**src/rtl/pin_entry_pkg.sv**
```systemverilog
// Shared definitions for the keypad PIN entry collector.
//   KEY_*       : special key codes delivered by the keypad decoder
//   NUM_DIGITS  : number of digits in a complete code
//   state_e     : collector FSM states
package pin_entry_pkg;

   localparam int NUM_DIGITS = 4;

   localparam logic [3:0] KEY_CLEAR = 4'hA;
   localparam logic [3:0] KEY_ENTER = 4'hB;
   localparam logic [3:0] KEY_BKSP  = 4'hC;

   typedef enum logic [1:0] {
      IDLE  = 2'd0,   // no digits held
      ENTRY = 2'd1,   // 1..4 digits held
      DONE  = 2'd2    // single cycle presenting a complete code
   } state_e;

   // Decimal digit keys are 0-9; A-F are commands or ignored.
   function automatic logic is_digit(input logic [3:0] code);
      return code <= 4'd9;
   endfunction

endpackage

```
**src/rtl/pin_entry_collector_if.sv**
```systemverilog
// Keypad-to-code-register bus for the PIN entry collector.
//   key_valid/key_code           : keystroke strobe from the keypad decoder
//   digit4..digit1, count        : assembled code and number of digits held
//   load, entry_error, timeout   : one-cycle event pulses
// The slave modport is the collector; the master modport is its environment.
interface pin_entry_collector_if;
   logic       key_valid;
   logic [3:0] key_code;
   logic [3:0] digit4;
   logic [3:0] digit3;
   logic [3:0] digit2;
   logic [3:0] digit1;
   logic [2:0] count;
   logic       load;
   logic       entry_error;
   logic       timeout;

   modport master (
      output key_valid, key_code,
      input  digit4, digit3, digit2, digit1, count, load, entry_error, timeout
   );

   modport slave (
      input  key_valid, key_code,
      output digit4, digit3, digit2, digit1, count, load, entry_error, timeout
   );
endinterface

```
**src/rtl/inactivity_timer.sv**
```systemverilog
// Inactivity counter for the PIN entry collector.
//   clk, reset : clock and asynchronous active-high reset
//   run        : count while high, otherwise held at 0
//   restart    : force the count back to 0 (takes priority over run)
//   expire     : high while running with the count at TIMEOUT-1
module inactivity_timer #(
   parameter int TIMEOUT = 50000000,
   parameter int TW      = 26
) (
   input  logic clk,
   input  logic reset,
   input  logic run,
   input  logic restart,
   output logic expire
);

   localparam logic [TW-1:0] LAST = TW'(TIMEOUT - 1);

   logic [TW-1:0] cnt_q;
   logic [TW-1:0] cnt_d;

   always_comb begin
      cnt_d = '0;
      if (restart || !run) begin
         cnt_d = '0;
      end else if (cnt_q == LAST) begin
         // The owner leaves the running state on expiry; wrap for safety.
         cnt_d = '0;
      end else begin
         cnt_d = cnt_q + 1'b1;
      end
   end

   always_ff @(posedge clk or posedge reset) begin
      if (reset) begin
         cnt_q <= '0;
      end else begin
         cnt_q <= cnt_d;
      end
   end

   assign expire = run && (cnt_q == LAST);

endmodule

```
**src/rtl/pin_entry_collector.sv**
```systemverilog
// Keypad-side writer for the 4-digit code register.
//   clk, reset : clock and asynchronous active-high reset
//   kp (slave) : key_valid/key_code in; digit4..digit1, count, load,
//                entry_error, timeout out (all registered)
// Digits shift in from digit1 so digit4 ends up holding the first key.
// Enter with four digits produces a one-cycle DONE state with load=1,
// after which the entry clears. Partial entries are discarded after
// TIMEOUT idle cycles.
module pin_entry_collector
   import pin_entry_pkg::*;
#(
   parameter int TIMEOUT = 50000000,
   parameter int TW      = 26
) (
   input  logic                 clk,
   input  logic                 reset,
   pin_entry_collector_if.slave kp
);

   localparam logic [2:0] FULL = 3'(NUM_DIGITS);

   state_e     state_q, state_d;
   // digit_q[NUM_DIGITS-1] is digit4 (first key), digit_q[0] is digit1.
   logic [3:0] digit_q [NUM_DIGITS];
   logic [3:0] digit_d [NUM_DIGITS];
   logic [2:0] count_q, count_d;
   logic       load_q, load_d;
   logic       err_q, err_d;
   logic       to_q, to_d;
   logic       expire;

   inactivity_timer #(
      .TIMEOUT (TIMEOUT),
      .TW      (TW)
   ) u_timer (
      .clk     (clk),
      .reset   (reset),
      .run     (state_q == ENTRY),
      .restart (kp.key_valid),
      .expire  (expire)
   );

   always_comb begin
      state_d = state_q;
      digit_d = digit_q;
      count_d = count_q;
      load_d  = 1'b0;
      err_d   = 1'b0;
      to_d    = 1'b0;

      if (state_q == DONE) begin
         // Code has been presented; any key this cycle is dropped.
         state_d = IDLE;
         count_d = '0;
         for (int i = 0; i < NUM_DIGITS; i++) digit_d[i] = '0;
      end else if (kp.key_valid) begin
         if (is_digit(kp.key_code)) begin
            if (count_q < FULL) begin
               for (int i = NUM_DIGITS - 1; i > 0; i--) digit_d[i] = digit_q[i-1];
               digit_d[0] = kp.key_code;
               count_d    = count_q + 1'b1;
               state_d    = ENTRY;
            end
         end else if (kp.key_code == KEY_CLEAR) begin
            state_d = IDLE;
            count_d = '0;
            for (int i = 0; i < NUM_DIGITS; i++) digit_d[i] = '0;
         end else if (kp.key_code == KEY_ENTER) begin
            if (count_q == FULL) begin
               state_d = DONE;
               load_d  = 1'b1;
            end else begin
               err_d = 1'b1;
            end
         end else if (kp.key_code == KEY_BKSP) begin
            if (count_q != '0) begin
               for (int i = 0; i < NUM_DIGITS - 1; i++) digit_d[i] = digit_q[i+1];
               digit_d[NUM_DIGITS-1] = '0;
               count_d = count_q - 1'b1;
               state_d = (count_q == 3'd1) ? IDLE : ENTRY;
            end
         end
         // Codes D-F fall through untouched; they still restart the timer.
      end else if (expire) begin
         state_d = IDLE;
         count_d = '0;
         to_d    = 1'b1;
         for (int i = 0; i < NUM_DIGITS; i++) digit_d[i] = '0;
      end
   end

   always_ff @(posedge clk or posedge reset) begin
      if (reset) begin
         state_q <= IDLE;
         count_q <= '0;
         load_q  <= 1'b0;
         err_q   <= 1'b0;
         to_q    <= 1'b0;
         for (int i = 0; i < NUM_DIGITS; i++) digit_q[i] <= '0;
      end else begin
         state_q <= state_d;
         count_q <= count_d;
         load_q  <= load_d;
         err_q   <= err_d;
         to_q    <= to_d;
         for (int i = 0; i < NUM_DIGITS; i++) digit_q[i] <= digit_d[i];
      end
   end

   assign kp.digit4      = digit_q[3];
   assign kp.digit3      = digit_q[2];
   assign kp.digit2      = digit_q[1];
   assign kp.digit1      = digit_q[0];
   assign kp.count       = count_q;
   assign kp.load        = load_q;
   assign kp.entry_error = err_q;
   assign kp.timeout     = to_q;

endmodule

```
**src/flat_wrapper.sv**
```systemverilog
// flat-port wrapper written by rule: the top's interface ports become plain ports
module pin_entry_collector_flat import pin_entry_pkg::*;
#(
   parameter int TIMEOUT = 50000000,
   parameter int TW      = 26
)
  (clk, reset, kp_key_valid, kp_key_code, kp_digit4, kp_digit3, kp_digit2, kp_digit1, kp_count, kp_load, kp_entry_error, kp_timeout);
  pin_entry_collector_if kp_i ();
  input  logic clk;
  input  logic reset;
  input wire logic [$bits(kp_i.key_valid)-1:0] kp_key_valid;
  input wire logic [$bits(kp_i.key_code)-1:0] kp_key_code;
  output wire logic [$bits(kp_i.digit4)-1:0] kp_digit4;
  output wire logic [$bits(kp_i.digit3)-1:0] kp_digit3;
  output wire logic [$bits(kp_i.digit2)-1:0] kp_digit2;
  output wire logic [$bits(kp_i.digit1)-1:0] kp_digit1;
  output wire logic [$bits(kp_i.count)-1:0] kp_count;
  output wire logic [$bits(kp_i.load)-1:0] kp_load;
  output wire logic [$bits(kp_i.entry_error)-1:0] kp_entry_error;
  output wire logic [$bits(kp_i.timeout)-1:0] kp_timeout;
  assign kp_i.key_valid = kp_key_valid;
  assign kp_i.key_code = kp_key_code;
  assign kp_digit4 = kp_i.digit4;
  assign kp_digit3 = kp_i.digit3;
  assign kp_digit2 = kp_i.digit2;
  assign kp_digit1 = kp_i.digit1;
  assign kp_count = kp_i.count;
  assign kp_load = kp_i.load;
  assign kp_entry_error = kp_i.entry_error;
  assign kp_timeout = kp_i.timeout;
  pin_entry_collector #(.TIMEOUT(TIMEOUT), .TW(TW)) u_core (.clk(clk), .reset(reset), .kp(kp_i));
endmodule
```
**config.mk**
```make
export PLATFORM = sky130hd
export DESIGN_NAME = pin_entry_collector_flat
export DESIGN_NICKNAME = d
export VERILOG_FILES = /design/src/rtl/pin_entry_pkg.sv /design/src/rtl/pin_entry_collector_if.sv /design/src/rtl/inactivity_timer.sv /design/src/rtl/pin_entry_collector.sv /design/src/flat_wrapper.sv
export SDC_FILE = /design/constraint.sdc
export NUM_CORES = 1
export LEC_CHECK = 0
export CORE_ASPECT_RATIO = 0.6
export CORE_UTILIZATION = 30
export DETAILED_ROUTE_END_ITERATION = 6
export HOLD_SLACK_MARGIN = 0.12
export REMOVE_ABC_BUFFERS = 1
export SYNTH_ARGS = -nofsm -noshare
export SYNTH_HDL_FRONTEND = slang
export SYNTH_SLANG_ARGS = --single-unit
```
**constraint.sdc**
```tcl
create_clock -name clk -period 5.3 [get_ports clk]
set_clock_uncertainty 0.2 [all_clocks]
set_input_delay 1.325 -clock clk [delete_from_list [all_inputs] [get_ports clk]]
set_output_delay 1.325 -clock clk [all_outputs]
set_load 0.005 [all_outputs]
```
**Run 1: routed clock nets over the placement**

Scale: 6 px per um.
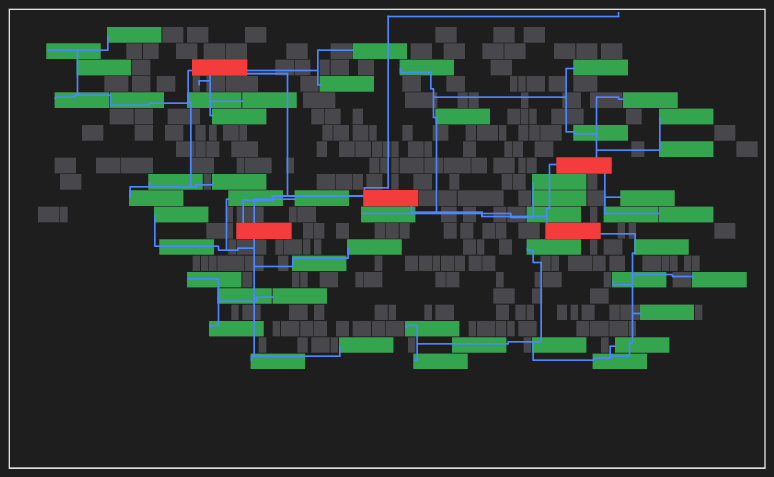
Green marks flip-flops, count 50. Blue marks clock wires, length 718 um. Red marks cells driving clock nets, count 5.
Position of the flops: widely spread.

**Run 1: M2 wires**

Scale: 4 px per um. Cells faint in the background.
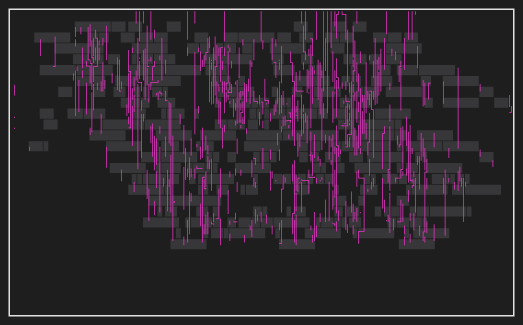
The wires run mostly vertical. 253 nets have wire on it. The layer carries 2390 um of wire. The layer holds 36% of the routed length. The longest straight run is 26.2 um.
GR Util met2: 0.1778
via count: 2141
total wire length: 6.583 mm

==> Implementation_results.wiki, run 1 <==
=== Physical design figures ===
{| class="wikitable"
! Metric !! Value
|-
| Net count of the finished layout || 315
|-
| OpenROAD warning count || 28
|-
| Average routed wire per standard cell || 15.82 um
|-
| Antenna viol nets, final || 0
|-
| Run status || finished clean
|-
| Biggest area cells || sky130_fd_sc_hd__dfrtp_1 (45%), sky130_fd_sc_hd__nor2_1 (5.2%), sky130_fd_sc_hd__xor2_1 (5.1%)
|-
| # Cells Yosys || 277
|-
| Via count of the first global-routing pass || 2066
|-
| Number of max-cap violations || 0
|-
| Cell type with the largest total area || sky130_fd_sc_hd__dfrtp_1
|-
| Overall fraction of global-route tracks in use || 0.1490
|-
| Number of hold violations in the final report || 0
|-
| Core Area || 8718 um^2
|-
| Sw Share || 0.2973
|-
| Fraction of registers with async set/reset || 1.000
|-
| Critical path start-end classification || in -> reg
|-
| Worst slew pin tran || 1.181 ns
|-
| Proportion of synthesized chip area in sequential cells || 0.4541
|-
| Floorplan-stage core utilization || 0.3160
|-
| Yosys synthesis chip area || 2755 um^2
|-
| CP dominant cell by count || sky130_fd_sc_hd__buf_4
|-
| Finished layout cell area || 3278 um^2
|-
| Achievable Freq || 273.9 MHz
|-
| Post-placement cell area || 3131 um^2
|-
| Bufs and invs on worst path || 3
|-
| Maximum number of pins on one net before global-route repair || 51
|-
| Sw power || 0.2964 mW
|-
| Hold Path Class || reg -> reg
|-
| Post-synthesis cell area || 2755 um^2
|-
| Static leakage || 1.406 nW
|-
| Sequential group share of total power || 0.449
|-
| Number of sinks handled by clock tree synthesis || 50
|-
| Sort of element at the start of the critical path || input port
|-
| Diodes inserted || 0
|-
| Number of detailed-routing iterations run before antenna repair || 4
|-
| Average cell area after synthesis || 9.946 um^2
|-
| Number of gates resized after CTS || 0
|-
| # rows || 26
|-
| Critical path's largest stage delay || 0.67 ns
|-
| Most frequent cell after synthesis || sky130_fd_sc_hd__dfrtp_1
|-
| Smallest hold slack || 0.3118 ns
|-
| Maximum root-to-sink buffer count || 2
|-
| HPWL after DPL || 4.744 mm
|-
| Gate family responsible for the most delay along the worst path || buffers and inverters
|-
| Areal power density over the cells || 304.1 nW/um^2
|-
| Critical path arrival || 3.63 ns
|-
| Top-area cell type share of the netlist area || 0.4541
|-
| Setup repair after global routing missed its margin || no
|-
| Core utilization of the finished layout || 0.3760
|-
| Maximum net fanout on the critical path || 16
|}
**Run 1: pin map**

Scale: 3 px per um. Pins as bars across the die edge, other pins in grey.
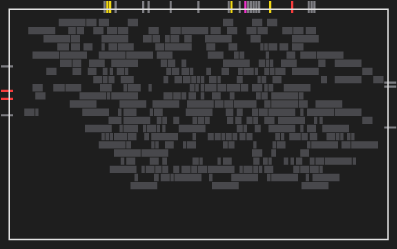
Magenta marks kp_key_valid, pins 1, direction input, edge top. Yellow marks kp_digit3, pins 4, direction output, edge top. Red marks kp_count, pins 3, direction output, edge 2 left, 1 top.
number of input and output port buffers inserted: 28
horizontal die dimension: 125.7 um
overall die height: 76.23 um

**Run 1: clock wiring as the flow saved it**

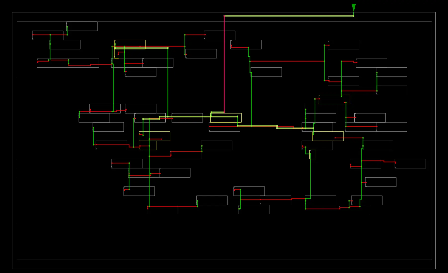
power consumed by the clock network: 0.330 mW
number of buffers created by CTS: 5
clock latency on the worst-skew pair: 0.29 ns
clock buffer instance count of the final layout: 7
FFs & Latches: 50

## run 1: path summary, 6_finish.rpt
check | endpoint | slack [ns] | cells past startpoint | from
max | u_core.kp.digit3[2] | 1.65 | 8 | kp_key_code[2]
min | u_core.u_timer.cnt_q[0] | 0.31 | 1 | u_core.u_timer.cnt_q[0]
max reg2reg | u_core.u_timer.cnt_q[17] | 2.37 | 5 | u_core.u_timer.cnt_q[16]
min reg2reg | u_core.u_timer.cnt_q[0] | 0.31 | 1 | u_core.u_timer.cnt_q[0]
max in group asynchronous | u_core.u_timer.cnt_q[9] | 2.84 | 2 | reset
min in group asynchronous | u_core.kp.count[1] | 1.41 | 2 | reset
## run 1: cells by family (layout without fill, tap and decap cells)
logic type,count (synthesis),count (layout),synth area share
buf+inv,19,46,0.03270
simple gates,117,117,0.2166
xor+xnor,23,23,0.07311
mux,12,12,0.05858
fa+ha+maj,5,5,0.02271
compound gates,51,51,0.1422
flops,50,50,0.4541
## run 1: layout make-up
cell class | instances | area share
Clock buffer | 7 | 0.04351
Clock inverter | 1 | 0.001527
Inverter | 8 | 0.009160
Multi-Input combinational cell | 208 | 0.4313
Sequential cell | 50 | 0.3817
Tap cell | 112 | 0.04275
Timing Repair Buffer | 30 | 0.09008
## run 1: sequential cells by signal (all words and copies together), names as in the netlist
register,cells
u_core.kp.digit4,4
u_core.kp.entry_error,1
u_core.kp.digit3,4
u_core.kp.count,3
u_core.kp.timeout,1
u_core.state_q,2
u_core.kp.load,1
u_core.u_timer.cnt_q,26
u_core.kp.digit1,4
u_core.kp.digit2,4
## run 1: placed cells by master, fill, tap and decap left out, types with 3 or more instances in the layout
cell type and count:
sky130_fd_sc_hd__a21o_1 6, sky130_fd_sc_hd__a21oi_1 4, sky130_fd_sc_hd__a22o_1 15, sky130_fd_sc_hd__and3_1 5, sky130_fd_sc_hd__clkbuf_16 5, sky130_fd_sc_hd__clkdlybuf4s50_1 28, sky130_fd_sc_hd__dfrtp_1 50, sky130_fd_sc_hd__ha_1 5
sky130_fd_sc_hd__inv_1 7, sky130_fd_sc_hd__mux2_2 5, sky130_fd_sc_hd__mux2_4 7, sky130_fd_sc_hd__nand2_1 17, sky130_fd_sc_hd__nand2b_1 3, sky130_fd_sc_hd__nand3_1 14, sky130_fd_sc_hd__nand4_1 8, sky130_fd_sc_hd__nor2_1 38
sky130_fd_sc_hd__nor3_1 10, sky130_fd_sc_hd__nor4_1 5, sky130_fd_sc_hd__o21ai_0 8, sky130_fd_sc_hd__or2_2 4, sky130_fd_sc_hd__xnor2_1 7, sky130_fd_sc_hd__xor2_1 16
## run 1: layer usage
layer  vias up  track usage  wire length (um)
met5         -            0                 0
met4         0      0.04024                28
met3         2      0.03301               406
met2        63       0.1778              2389
met1      1035       0.2512              3758
li1       1041            -                 -
## run 1: power by group through the flow
stage | registers, mW | logic (mW) | clock network [mW]
after global routing | 0.455 | 0.241 | 0.351
after detailed placement | 0.454 | 0.219 | 0
final | 0.447 | 0.219 | 0.330
after CTS | 0.447 | 0.219 | 0.336
after global placement | 0.454 | 0.214 | 0
after floorplan | 0.444 | 0.126 | 0
--- run 2 (diff from run 1) ---
==> constraint.sdc (replaced) <==
create_clock -name clk -period 3.6 [get_ports clk]
set_clock_uncertainty 0.2 [all_clocks]
set_input_delay 0.9 -clock clk [delete_from_list [all_inputs] [get_ports clk]]
set_output_delay 0.9 -clock clk [all_outputs]
set_load 0.005 [all_outputs]
**Run 2: placed cells, one colour a class**

Scale: 4 px per um. Fill, decap, tap and diode cells in grey.
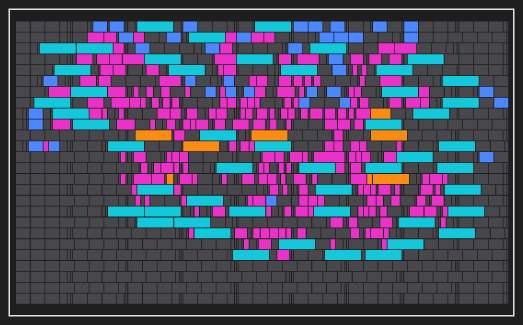
Blue marks other buffers and delay cells, cells 38. Orange marks clock drivers and dummy loads, cells 8. Cyan marks flip-flops, cells 50. Magenta marks all other logic, cells 216.
core utilization of the finished layout: 0.3829
finished layout cell area: 3338 um^2
Core Area: 8718 um^2
# rows: 26
fraction of standard cell area that is sequential: 0.3748

**Run 2: M2 wires**

Scale: 4 px per um. Cells faint in the background.
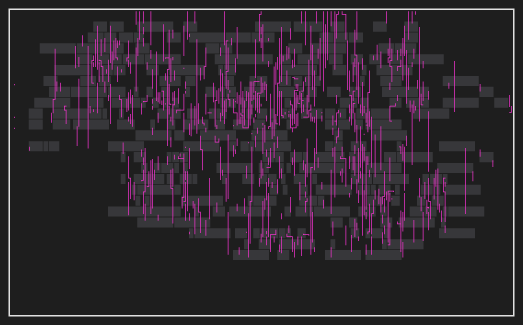
The layer holds 35% of the routed length. The wires run mostly vertical.

==> run 2 against run 1 <==
First-iteration DRC count rose by 25%. Sequential cell count is the same. Synthesized cell count stayed put. Critical path type unchanged. Clock power increased by 46%. Total power is 48% higher. Final cell count grew 1.9%. Largest power group unchanged. Highest routed layer unchanged. Global-route usage decreased by 0.24 points. Final area increased by 1.8%. Sequential share of layout area is 0.69 points lower. Critical path depth shrank 1.
==> Implementation_results.wiki, run 2 <==
=== Physical design figures ===
{| class="wikitable"
! Metric !! Value
|-
| Biggest area cells || sky130_fd_sc_hd__dfrtp_1 (45%), sky130_fd_sc_hd__nor2_1 (5.2%), sky130_fd_sc_hd__xor2_1 (5.1%) (unchanged)
|-
| Overall die height || 76.23 um (unchanged)
|-
| Overall fraction of global-route tracks in use || 0.1467 (was 0.1490)
|-
| Bufs and invs on worst path || 2 (was 3)
|-
| Static leakage || 1.446 nW (was 1.406 nW)
|-
| Worst slew pin tran || 0.8255 ns (was 1.181 ns)
|-
| Number of gates resized after CTS || 0 (unchanged)
|-
| Clock root cell || sky130_fd_sc_hd__clkbuf_16 (unchanged)
|-
| Initial antenna violation count || 0 (unchanged)
|-
| Average routed wire per standard cell || 15.46 um (was 15.82 um)
|-
| Antenna viol nets, final || 0 (unchanged)
|-
| # Cells Yosys || 277 (unchanged)
|-
| Critical path arrival || 3.04 ns (was 3.63 ns)
|-
| Number of hold violations in the final report || 0 (unchanged)
|-
| Commonest cells after routing, fill and taps aside || sky130_fd_sc_hd__dfrtp_1 (50), sky130_fd_sc_hd__nor2_1 (38), sky130_fd_sc_hd__clkdlybuf4s50_1 (28), sky130_fd_sc_hd__nand2_1 (17), sky130_fd_sc_hd__xor2_1 (16) (unchanged)
|-
| Post-synthesis cell area || 2755 um^2 (unchanged)
|-
| Via count of the first global-routing pass || 2045 (was 2066)
|-
| Number of sinks handled by clock tree synthesis || 50 (unchanged)
|-
| Total wire length || 6.555 mm (was 6.583 mm)
|-
| OpenROAD warning count || 28 (unchanged)
|-
| Sort of element at the start of the critical path || input port (unchanged)
|-
| Highest-count logic cell in the final layout || sky130_fd_sc_hd__dfrtp_1 (unchanged)
|-
| Maximum number of pins on one net before global-route repair || 51 (unchanged)
|-
| Critical path's largest stage delay || 0.51 ns (was 0.67 ns)
|-
| Setup repair after global routing missed its margin || no (unchanged)
|-
| HPWL after DPL || 4.748 mm (was 4.744 mm)
|-
| Max reg flops || 26 (unchanged)
|-
| Floorplan-stage core utilization || 0.3160 (unchanged)
|-
| Top reg by flops || u_core.u_timer.cnt_q (unchanged)
|-
| Maximum net fanout on the critical path || 14 (was 16)
|-
| Clock latency on the worst-skew pair || 0.29 ns (about the same)
|-
| Number of detailed-routing iterations run before antenna repair || 4 (unchanged)
|-
| Proportion of synthesized chip area in sequential cells || 0.4541 (unchanged)
|-
| Number of max-cap violations || 0 (unchanged)
|-
| Number of buffers created by CTS || 5 (unchanged)
|-
| Critical path start-end classification || in -> reg (unchanged)
|-
| Horizontal die dimension || 125.7 um (unchanged)
|-
| Via count || 2169 (was 2141)
|-
| Yosys synthesis chip area || 2755 um^2 (unchanged)
|-
| Pre-CTS setup slack || 0.2436 ns (was 1.388 ns)
|-
| Hold Path Class || reg -> reg (unchanged)
|-
| Top-area cell type share of the netlist area || 0.4541 (unchanged)
|-
| Net count of the finished layout || 323 (was 315)
|-
| Smallest hold slack || 0.3154 ns (was 0.3118 ns)
|-
| Cell type with the largest total area || sky130_fd_sc_hd__dfrtp_1 (unchanged)
|-
| Final worst-path cycle share || 0.8516
|-
| Most frequent cell after synthesis || sky130_fd_sc_hd__dfrtp_1 (unchanged)
|-
| Fraction of registers with async set/reset || 1.000 (unchanged)
|-
| Average cell area after synthesis || 9.946 um^2 (unchanged)
|-
| Number of input and output port buffers inserted || 28 (unchanged)
|-
| Run status || finished clean (unchanged)
|-
| Maximum root-to-sink buffer count || 2 (unchanged)
|-
| Diodes inserted || 0 (unchanged)
|-
| Areal power density over the cells || 442.0 nW/um^2 (was 304.1 nW/um^2)
|}
==> run 2: cell counts after synthesis <==
No cell type changed its count.
==> run 2: cells by family (layout without fill, tap and decap cells) <==
| logic type | after synthesis | in the layout | share of synthesized area |
|---|---|---|---|
| fa+ha+maj | 5 | 5 | 0.02271 |
| flops | 50 | 50 | 0.4541 |
| simple gates | 117 | 117 | 0.2166 |
| compound gates | 51 | 51 | 0.1422 |
| xor+xnor | 23 | 23 | 0.07311 |
| buf+inv | 19 | 54 | 0.03270 |
| mux | 12 | 12 | 0.05858 |
==> run 2: final cells by class <==
class	instances	area, um^2	share of cell area
Clock buffer	7	142.6	0.04273
Multi-Input combinational cell	208	1414	0.4235
Inverter	8	30.03	0.008996
Timing Repair Buffer	38	355.3	0.1064
Clock inverter	1	5.005	0.001499
Sequential cell	50	1251	0.3748
Tap cell	112	140.1	0.04198
==> run 2: worst reg2reg max path: stages, from the launching register on <==
cell and delay, ns:
sky130_fd_sc_hd__dfrtp_1 0.43, sky130_fd_sc_hd__or4_1 0.53, sky130_fd_sc_hd__or4_4 0.53, sky130_fd_sc_hd__nor4_1 0.42
sky130_fd_sc_hd__or2_2 0.50, sky130_fd_sc_hd__nor2_1 0.13
==> run 2: metal layers <==
layer,vias up,global-route usage,wire length [um]
met3,2,0.03441,304
li1,1065,-,-
met1,1051,0.2526,3915
met2,51,0.1750,2304
met5,-,0,0
met4,0,0.02195,31
==> run 2: worst paths after layout <==
| check | from | to | slack [ns] | cells after the start |
|---|---|---|---|---|
| worst max-delay path | kp_key_valid | u_core.kp.digit1[0] | 0.53 | 7 |
| worst min-delay path | u_core.u_timer.cnt_q[0] | u_core.u_timer.cnt_q[0] | 0.32 | 1 |
| worst max register to register | u_core.u_timer.cnt_q[16] | u_core.u_timer.cnt_q[4] | 0.72 | 5 |
| worst min register to register | u_core.u_timer.cnt_q[0] | u_core.u_timer.cnt_q[0] | 0.32 | 1 |
| max in group asynchronous | reset | u_core.u_timer.cnt_q[17] | 1.85 | 3 |
| min in group asynchronous | reset | u_core.u_timer.cnt_q[3] | 0.90 | 3 |
==> run 2: where the power goes <==
part | leakage (nW) | total (mW) | switching (mW) | internal, mW
Clock | 0.0739 | 0.483 | 0.207 | 0.276
Sequential | 0.687 | 0.656 | 0.0564 | 0.600
Combinational | 0.685 | 0.336 | 0.173 | 0.163
Total | 1.45 | 1.48 | 0.437 | 1.04
==> run 2: through the flow <==
stage | total power, mW | util
3_3_place_gp | 0.9933 | 0.3660
4_1_cts | 1.483 | 0.3829
5_1_grt | 1.553 | 0.3829
6_report | 1.476 | 0.3829
3_5_place_dp | 0.9972 | 0.3660
2_1_floorplan | 0.8391 | -
--- run 3 (diff from run 2) ---
--- a/config.mk
+++ b/config.mk
@@ -8,6 +8,7 @@
 export CORE_ASPECT_RATIO = 0.6
 export CORE_UTILIZATION = 30
 export DETAILED_ROUTE_END_ITERATION = 6
+export GPL_ROUTABILITY_DRIVEN = 0
 export HOLD_SLACK_MARGIN = 0.12
 export REMOVE_ABC_BUFFERS = 1
 export SYNTH_ARGS = -nofsm -noshare
==> constraint.sdc (replaced) <==
create_clock -name clk -period 3.2 [get_ports clk]
set_clock_uncertainty 0.2 [all_clocks]
set_input_delay 0.8 -clock clk [delete_from_list [all_inputs] [get_ports clk]]
set_output_delay 0.8 -clock clk [all_outputs]
set_load 0.005 [all_outputs]
**Run 3: pin map**

Scale: 3 px per um. Pins as bars across the die edge, other pins in grey.
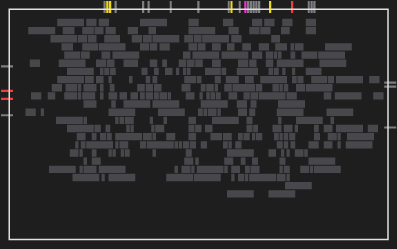

**Run 3: clock wiring as the flow saved it**

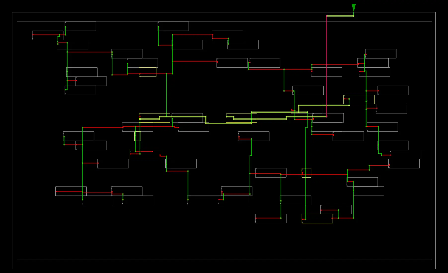
power consumed by the clock network: 0.550 mW
number of sinks handled by clock tree synthesis: 50
clock buffer instance count of the final layout: 6

==> run 3 against run 2 <==
First-iteration DRC count is 41% higher. Core utilization grew 0.70 points. Via count up 4.1%. Sequential power up 13%. Clock-buffer cell count down 1. Global-route usage grew 0.65 points. Area after synthesis unchanged. Largest power group unchanged. Critical path depth fell by 2. Worst setup slack got worse by 0.22 ns. Hold slack gained 0.0074 ns. Sequential share of layout area shrank 0.68 points.
==> Implementation_results.wiki, run 3 <==
=== Physical design figures ===
{| class="wikitable"
! Metric !! Value
|-
| Run status || finished clean (unchanged)
|-
| Smallest hold slack || 0.3228 ns (was 0.3154 ns)
|-
| Number of detailed-routing iterations run before antenna repair || 4 (unchanged)
|-
| MI comb area || 1414 um^2 (unchanged)
|-
| CTS clock-pin slew for the worst setup and hold paths || 0.07 ns (about the same)
|-
| Clock latency on the worst-skew pair || 0.29 ns (about the same)
|-
| Number of gates resized after CTS || 0 (unchanged)
|-
| Static leakage || 1.479 nW (was 1.446 nW)
|-
| Proportion of synthesized chip area in sequential cells || 0.4541 (unchanged)
|-
| Via count || 2257 (was 2169)
|-
| Diodes inserted || 0 (unchanged)
|-
| Maximum net fanout on the critical path || 25 (was 14)
|-
| Fraction of registers with async set/reset || 1.000 (unchanged)
|-
| Clock root cell || sky130_fd_sc_hd__clkbuf_16 (unchanged)
|-
| Biggest area cells || sky130_fd_sc_hd__dfrtp_1 (45%), sky130_fd_sc_hd__nor2_1 (5.2%), sky130_fd_sc_hd__xor2_1 (5.1%) (unchanged)
|-
| Overall die height || 76.23 um (unchanged)
|-
| R2r startpoint || u_core.u_timer.cnt_q[16] (unchanged)
|-
| Initial antenna violation count || 0 (unchanged)
|-
| OpenROAD warning count || 28 (unchanged)
|-
| Worst slew pin tran || 0.8450 ns (was 0.8255 ns)
|-
| Endpoint of the lowest-slack register-to-register path || u_core.u_timer.cnt_q[2] (was u_core.u_timer.cnt_q[4])
|-
| Top reg by flops || u_core.u_timer.cnt_q (unchanged)
|-
| Hold Path Class || reg -> reg (unchanged)
|-
| Source of the worst hold timing path || u_core.u_timer.cnt_q[0] (unchanged)
|-
| Critical path's largest stage delay || 0.53 ns (was 0.51 ns)
|-
| Final worst-path cycle share || 0.9010
|-
| Hold-critical path depth || 1 (unchanged)
|-
| Highest-count logic cell in the final layout || sky130_fd_sc_hd__dfrtp_1 (unchanged)
|-
| Yosys synthesis chip area || 2755 um^2 (unchanged)
|-
| Number of hold violations in the final report || 0 (unchanged)
|-
| Int Pwr || 1.178 mW (was 1.039 mW)
|-
| Internal reg-to-reg setup slack || 0.32 ns (was 0.72 ns)
|-
| HPWL after DPL || 5.164 mm (was 4.748 mm)
|-
| Maximum root-to-sink buffer count || 2 (unchanged)
|-
| Antenna viol nets, final || 0 (unchanged)
|-
| Core utilization of the finished layout || 0.3899 (was 0.3829)
|-
| Core Area || 8718 um^2 (unchanged)
|-
| Achievable Freq || 346.8 MHz
|-
| FF+latch area || 1251 um^2 (unchanged)
|-
| Max reg flops || 26 (unchanged)
|-
| Combinational power share || 0.233 (was 0.228)
|-
| Post-synthesis cell area || 2755 um^2 (unchanged)
|-
| Number of input and output port buffers inserted || 28 (unchanged)
|-
| Sequential group share of total power || 0.440 (was 0.445)
|-
| Cell type with the largest total area || sky130_fd_sc_hd__dfrtp_1 (unchanged)
|-
| Areal power density over the cells || 494.0 nW/um^2 (was 442.0 nW/um^2)
|-
| Power share of the clock group || 0.327 (was 0.328)
|-
| Critical path start-end classification || reg -> reg (was in -> reg)
|-
| Commonest cells after routing, fill and taps aside || sky130_fd_sc_hd__dfrtp_1 (50), sky130_fd_sc_hd__nor2_1 (38), sky130_fd_sc_hd__clkdlybuf4s50_1 (28), sky130_fd_sc_hd__nand2_1 (17), sky130_fd_sc_hd__xor2_1 (16) (unchanged)
|-
| Most frequent cell after synthesis || sky130_fd_sc_hd__dfrtp_1 (unchanged)
|-
| Gate family responsible for the most delay along the worst path || simple AND/OR/NAND/NOR gates (unchanged)
|-
| Number of max-cap violations || 0 (unchanged)
|-
| Bufs and invs on worst path || 0 (was 2)
|-
| Overall fraction of global-route tracks in use || 0.1531 (was 0.1467)
|-
| Total wire length || 6.838 mm (was 6.555 mm)
|-
| Average cell area after synthesis || 9.946 um^2 (unchanged)
|-
| Top-area cell type share of the netlist area || 0.4541 (unchanged)
|-
| Via count of the first global-routing pass || 2106 (was 2045)
|-
| Average routed wire per standard cell || 15.90 um (was 15.46 um)
|-
| Sort of element at the start of the critical path || flip-flop (was input port)
|-
| Floorplan-stage core utilization || 0.3160 (unchanged)
|-
| Number of buffers created by CTS || 5 (unchanged)
|-
| Maximum number of pins on one net before global-route repair || 26 (was 51)
|-
| Sw power || 0.5013 mW (was 0.4366 mW)
|}
## run 3: worst max path at each step
stage                                  start                 endpoint  slack (ns)  cells after the start
floorplan                     kp_key_code[1]      u_core.kp.digit2[2]        0.30                      5
CTS                 u_core.u_timer.cnt_q[16]  u_core.u_timer.cnt_q[2]        0.31                      5
detailed placement              kp_key_valid      u_core.kp.digit3[3]        0.03                      7
finish              u_core.u_timer.cnt_q[16]  u_core.u_timer.cnt_q[2]        0.32                      5
global placement                kp_key_valid      u_core.kp.digit1[2]        0.06                      7
global route        u_core.u_timer.cnt_q[16]  u_core.u_timer.cnt_q[7]        0.15                      5
## run 3: through the flow
stage	instances	setup slack, ns	total power [mW]	instance area (um^2)
2_1_floorplan	266	0.2996	0.9440	2695
3_3_place_gp	422	0.06069	1.134	3248
3_5_place_dp	422	0.02825	1.137	3248
4_1_cts	430	0.3141	1.692	3400
5_1_grt	430	0.1453	1.772	3400
6_report	430	0.3168	1.679	3400
## run 3: power groups by stage
stage / combinational (mW) / clock (mW) / sequential, mW
3_5_place_dp: 0.387 / 0 / 0.751
5_1_grt: 0.426 / 0.596 / 0.750
3_3_place_gp: 0.383 / 0 / 0.751
6_report: 0.391 / 0.550 / 0.739
2_1_floorplan: 0.209 / 0 / 0.735
4_1_cts: 0.388 / 0.565 / 0.739
## run 3: layout make-up
type / instances / area share
sequential: 50 / 0.3681
clock inverter: 2 / 0.003681
multi-input combinational: 208 / 0.4159
timing repair buffer: 44 / 0.1215
tap: 112 / 0.04122
inverter: 8 / 0.008833
clock buffer: 6 / 0.04085
## run 3: kinds of logic (layout without fill, tap and decap cells)
kind of cell | after synthesis | count (layout) | synth area share
AND-OR/OR-AND | 51 | 51 | 0.1422
buffers and inverters | 19 | 60 | 0.03270
AND/OR/NAND/NOR | 117 | 117 | 0.2166
XOR/XNOR | 23 | 23 | 0.07311
multiplexers | 12 | 12 | 0.05858
adder cells (fa/ha/maj) | 5 | 5 | 0.02271
flip-flops | 50 | 50 | 0.4541
## run 3: layer usage
layer | GRT usage | vias to the layer above | wire length, um
met5 | 0 | - | 0
met4 | 0.04390 | 0 | 29
met3 | 0.03160 | 2 | 407
met2 | 0.1806 | 63 | 2499
met1 | 0.2604 | 1115 | 3901
li1 | - | 1077 | -
## run 3: worst reg2reg max path: stages, from the launching register on
cell	delay [ns]
sky130_fd_sc_hd__dfrtp_1	0.44
sky130_fd_sc_hd__or4_1	0.53
sky130_fd_sc_hd__or4_4	0.53
sky130_fd_sc_hd__nor4_1	0.41
sky130_fd_sc_hd__or2_2	0.51
sky130_fd_sc_hd__nor2_1	0.12
Power is estimated from default activity; no workload was simulated.
